[src/rtl/bus_rw_strobe_ctrl.sv]
// Parallel-bus read/write strobe sequencer: setup, strobe pulse, hold.
// One access at a time; done pulses one cycle when the access completes.
module bus_rw_strobe_ctrl #(
    parameter int          DATA_W    = 8,
    parameter logic [13:0] SETUP_CYC = 14'd2,
    parameter logic [13:0] PULSE_CYC = 14'd3,
    parameter logic [13:0] HOLD_CYC  = 14'd1
) (
    input  logic              clk,
    input  logic              rst,
    input  logic              req,
    input  logic              rw,
    input  logic [DATA_W-1:0] wdata,
    output logic              ready,
    output logic              done,
    output logic [DATA_W-1:0] rdata,
    output logic              bus_rw,
    output logic              bus_en,
    output logic              bus_oe,
    output logic [DATA_W-1:0] bus_dout,
    input  logic [DATA_W-1:0] bus_din
);

    typedef enum logic [1:0] {
        IDLE,
        SETUP,
        PULSE,
        HOLD
    } state_t;

    // Zero-length phases are stretched to one cycle.
    localparam logic [13:0] S_LAST =
        (SETUP_CYC == 14'd0) ? 14'd0 : SETUP_CYC - 14'd1;
    localparam logic [13:0] P_LAST =
        (PULSE_CYC == 14'd0) ? 14'd0 : PULSE_CYC - 14'd1;
    localparam logic [13:0] H_LAST =
        (HOLD_CYC == 14'd0) ? 14'd0 : HOLD_CYC - 14'd1;

    state_t      state_q;
    state_t      state_d;
    logic [13:0] cnt_q;
    logic [13:0] cnt_d;
    logic        accept;
    logic        to_hold;
    logic        to_idle;

    always_comb begin
        state_d = state_q;
        unique case (state_q)
            IDLE:  if (req)             state_d = SETUP;
            SETUP: if (cnt_q == S_LAST) state_d = PULSE;
            PULSE: if (cnt_q == P_LAST) state_d = HOLD;
            HOLD:  if (cnt_q == H_LAST) state_d = IDLE;
        endcase
    end

    // Counter clears on every phase change, so it can never wrap.
    always_comb begin
        cnt_d = 14'd0;
        if (state_q != IDLE && state_d == state_q)
            cnt_d = cnt_q + 14'd1;
    end

    assign accept  = (state_q == IDLE) && req;
    assign to_hold = (state_q == PULSE) && (state_d == HOLD);
    assign to_idle = (state_q == HOLD) && (state_d == IDLE);
    assign ready   = (state_q == IDLE);

    always_ff @(posedge clk) begin
        if (rst) begin
            state_q  <= IDLE;
            cnt_q    <= 14'd0;
            done     <= 1'b0;
            rdata    <= '0;
            bus_rw   <= 1'b0;
            bus_en   <= 1'b0;
            bus_oe   <= 1'b0;
            bus_dout <= '0;
        end else begin
            state_q <= state_d;
            cnt_q   <= cnt_d;
            done    <= to_idle;
            bus_en  <= (state_d == PULSE);
            if (accept) begin
                bus_rw   <= rw;
                bus_dout <= wdata;
                bus_oe   <= ~rw;
            end else if (to_idle) begin
                bus_oe <= 1'b0;
            end
            if (to_hold && bus_rw)
                rdata <= bus_din;
        end
    end

endmodule
[config.mk]
export PLATFORM = sky130hd
export DESIGN_NAME = bus_rw_strobe_ctrl
export DESIGN_NICKNAME = d
export VERILOG_FILES = /design/src/rtl/bus_rw_strobe_ctrl.sv
export SDC_FILE = /design/constraint.sdc
export NUM_CORES = 1
export LEC_CHECK = 0
export CORE_MARGIN = 8
export CORE_UTILIZATION = 52
export DETAILED_ROUTE_END_ITERATION = 6
export MAX_ROUTING_LAYER = met4
export PLACE_DENSITY_LB_ADDON = 0.15
export SYNTH_ARGS = -nofsm -noshare
export SYNTH_HDL_FRONTEND = slang
export SYNTH_SLANG_ARGS = --single-unit
[constraint.sdc]
create_clock -name clk -period 2.6 [get_ports clk]
set_input_delay 0.39 -clock clk [delete_from_list [all_inputs] [get_ports clk]]
set_output_delay 0.39 -clock clk [all_outputs]
set_load 0.02 [all_outputs]
==> Slide: Implementation Results <==
Implementation Results

CTS
  – Clk latency late pin: 0.33 ns
  – H-tree depth: 2
  – # clock sinks: 36
  – CTS tree: built
  – Post-CTS setup buffers: 0
  – Reg clk slew, reported paths: 0.11 ns
  – Clock Tree Root: clkbuf_4
  – # hold bufs at CTS: 0
  – Total CTS buffers: 5
  – Clk buf depth: 2
  – Post-CTS resize count: 0

Finish
  – Layout cells sized above 1: 0.128
  – Area Growth Syn to Fin: 28.9%
  – Most numerous logic cells after layout: clkdlybuf4s50_1 (40), dfxtp_1 (36), nand2_1 (22)
  – Diodes inserted: 0
  – Dominant logic cell type in the layout: clkdlybuf4s50_1
  – Layout Nets: 234
  – Post-route insts no fill: 244

STA
  – Final worst slack: 0.564 ns
  – Unrepaired setup endpoints after global routing: no
  – Fmax: 0.491 GHz
  – Setup_tns: 0 ns
  – Max-slew headroom: 0.753
  – Final Hold Fails: 0
  – Final setup violation count: 0
  – Final Skew: 0.0119 ns
  – Fin. max-slew vios: 0
  – Fin crit share: 0.783
  – Slew @ Worst Pin: 0.368 ns
  – Tmin final: 2.04 ns

Synth
  – Cell count after synthesis: 169
  – Post-synth EDFFs: 0
  – AND-OR/OR-AND Cells, Area Fraction: 0.0653
  – Post-Syn Area: 1610 um^2
  – Synthesis area per yosys: 1610 um^2
  – Floorplan Nets: 193
  – Dominant cell area share: 0.448
  – Area fraction in mux cells: 0.0497
  – FF+latch count, synth: 36
  – Adder Area Share: 0.0311
  – Ys flop type: dfxtp_1
  – Syn. warnings: 0
  – Simple Share, Synth: 0.301
  – Cells in synth_stat.txt: 169
  – Dominant kind of combinational cell: simple AND/OR/NAND/NOR gates
  – Post-synthesis sequential area ratio: 0.448
  – Top area cell types: dfxtp_1 (45%), xor2_1 (6.0%), nand2_1 (5.1%)
  – Yosys xor share: 0.0653
  – Synth area leader: dfxtp_1
  – Cell Type Count: 33
  – Syn Area/Cell: 9.53 um^2
  – Ys async rst share: 0

Routing
  – Vias per cell: 5.28
  – WL per Instance: 14.2 um
  – Routed Antenna Nets: 0
  – DRC errors left: 0
  – Via count: 1289
  – Initial DRC Count: 94
  – Detailed Route WL: 3.47 mm
  – Initial DRT Pass Iterations: 5

Placed design
  – Post-place setup slack: 0.947 ns
  – Gp weighted congestion: 0.947
  – Post-place instance area: 2010 um^2
  – Post-DP HPWL: 2.60 mm
  – Dpl cells: 236
  – IO buf count: 40

Setup path
  – CP max FO: 9
  – CP startpoint kind: flip-flop
  – CP endpoint kind: output port
  – CP Data Required Time: 2.21 ns
  – Worst path arrival time: 1.65 ns
  – Critical path type: reg2out
  – CP Cell Sequence: nor2_1 > clkdlybuf4s50_1
  – Max stage delay cell, worst path: clkdlybuf4s50_1
  – Critical Path Max Stage Delay: 0.66 ns

Die
  – FP Util: 0.536
  – Ports: 41
  – Chip area: 5130 um^2
  – Chip Width: 71.7 um
  – DIE HEIGHT: 71.7 um

GRT
  – Vias in the first global route: 1303
  – First-pass GRT wire length: 5.98 mm
  – Initial antenna violation count: 0
  – Largest net degree at the start of global routing: 19
  – GRT overflow: 0
  – GRT Resource Usage Total: 0.146

Run
  – Max cap viols: 0
  – OpenROAD warnings: 29

Power
  – Static leakage: 0.808 nW
  – Worst VDD drop: 332 uV
  – Pwr Density: 496 nW/um^2
  – Total power: 1.03 mW

Min path
  – Worst min-delay path category: reg2reg

Run status
  – Run status: completed
[area by class of cell]
| class | count | area (um^2) |
|---|---|---|
| multi-input cells | 121 | 825 |
| clock buffers | 7 | 55.1 |
| well taps | 33 | 41.3 |
| flip-flops and latches | 36 | 721 |
| repair buffers | 41 | 408 |
| fillers | 259 | 927 |
| clock inverters | 1 | 7.51 |
| inverters | 5 | 18.8 |
[cells by family after synthesis]
logic type,Yosys count
AOI/OAI and AO/OA,17
muxes,8
DFF,36
xor gates and xnor gates,12
adders and majority gates,4
and+or+nand+nor,80
buffers and inverters,12
[per-layer routing]
metal  wire (um)  track usage
met1        1510        0.153
met2        1690        0.242
met3         221       0.0544
met4          48       0.0612
met5           0            -
[sequential cells by signal (all words and copies together) (netlist names)]
register and count:
bus_dout 8, bus_en 1, bus_oe 1, bus_rw 1
cnt_q 14, done 1, rdata 8, state_q 2
[critical path, delay by kind of cell (launching register included)]
kind                   cells  cell delay [ns]
DFF                        1             0.41
buffers and inverters      1             0.66
and+or+nand+nor            1             0.25
[metrics by stage]
step / hold slack [ns] / util
2_1_floorplan: 0.450 / -
3_3_place_gp: 0.441 / 0.670
3_5_place_dp: 0.445 / 0.670
4_1_cts: 0.461 / 0.691
5_1_grt: 0.495 / 0.691
6_report: 0.460 / 0.691
[cell usage after synthesis (all sizes together), types with 4 or more instances]
| cell | instances |
|---|---|
| a21oi | 13 |
| buf | 4 |
| dfxtp | 36 |
| ha | 4 |
| inv | 5 |
| mux2i | 8 |
| nand2 | 22 |
| nand3 | 6 |
| nand4 | 9 |
| nor2 | 24 |
| xor2 | 11 |
[power by group]
| part | internal, mW | switching, mW | total, mW | leakage, nW |
|---|---|---|---|---|
| clock | 0.132 | 0.176 | 0.309 | 0.0315 |
| sequential | 0.567 | 0.0128 | 0.579 | 0.292 |
| combinational | 0.0685 | 0.0722 | 0.141 | 0.484 |
| total | 0.768 | 0.261 | 1.03 | 0.808 |
[worst paths after layout]
path	from	endpoint	slack, ns	cells past startpoint
min reg2reg	bus_dout[7]	bus_dout[7]	0.46	2
max reg2reg	cnt_q[0]	cnt_q[10]	1.00	6
min	bus_dout[7]	bus_dout[7]	0.46	2
max	state_q[0]	ready	0.56	2
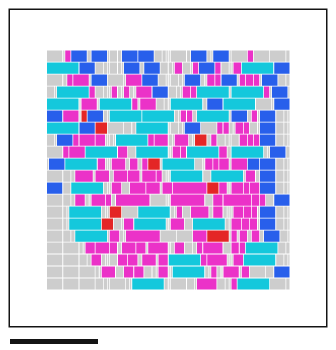
Figure 1: cells coloured by class.
Bar = 20 um. Fill, decap, tap and diode cells in grey.
cyan -> flops  # cells 36, share of their area 35%
blue -> other buffers and delay cells  # cells 41, share of their area 20%
red -> clock drivers and dummy loads  # cells 8, share of their area 3.1%
magenta -> all other logic  # cells 126, share of their area 41%
flop share of the area: 0.347
core box area: 3000 um^2
post-route cell area: 2080 um^2
Core Util, Final: 0.691
# rows: 20

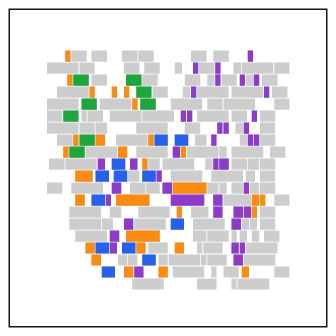
Figure 2: gate families picked out.
purple -> NAND gates  # cells 40, most used nand2_1
green -> multiplexers  # cells 8, most used mux2i_1
orange -> NOR gates  # cells 29, most used nor2_1
blue -> XOR/XNOR gates  # cells 12, most used xor2_1

Power and IR drop assume default switching activity.
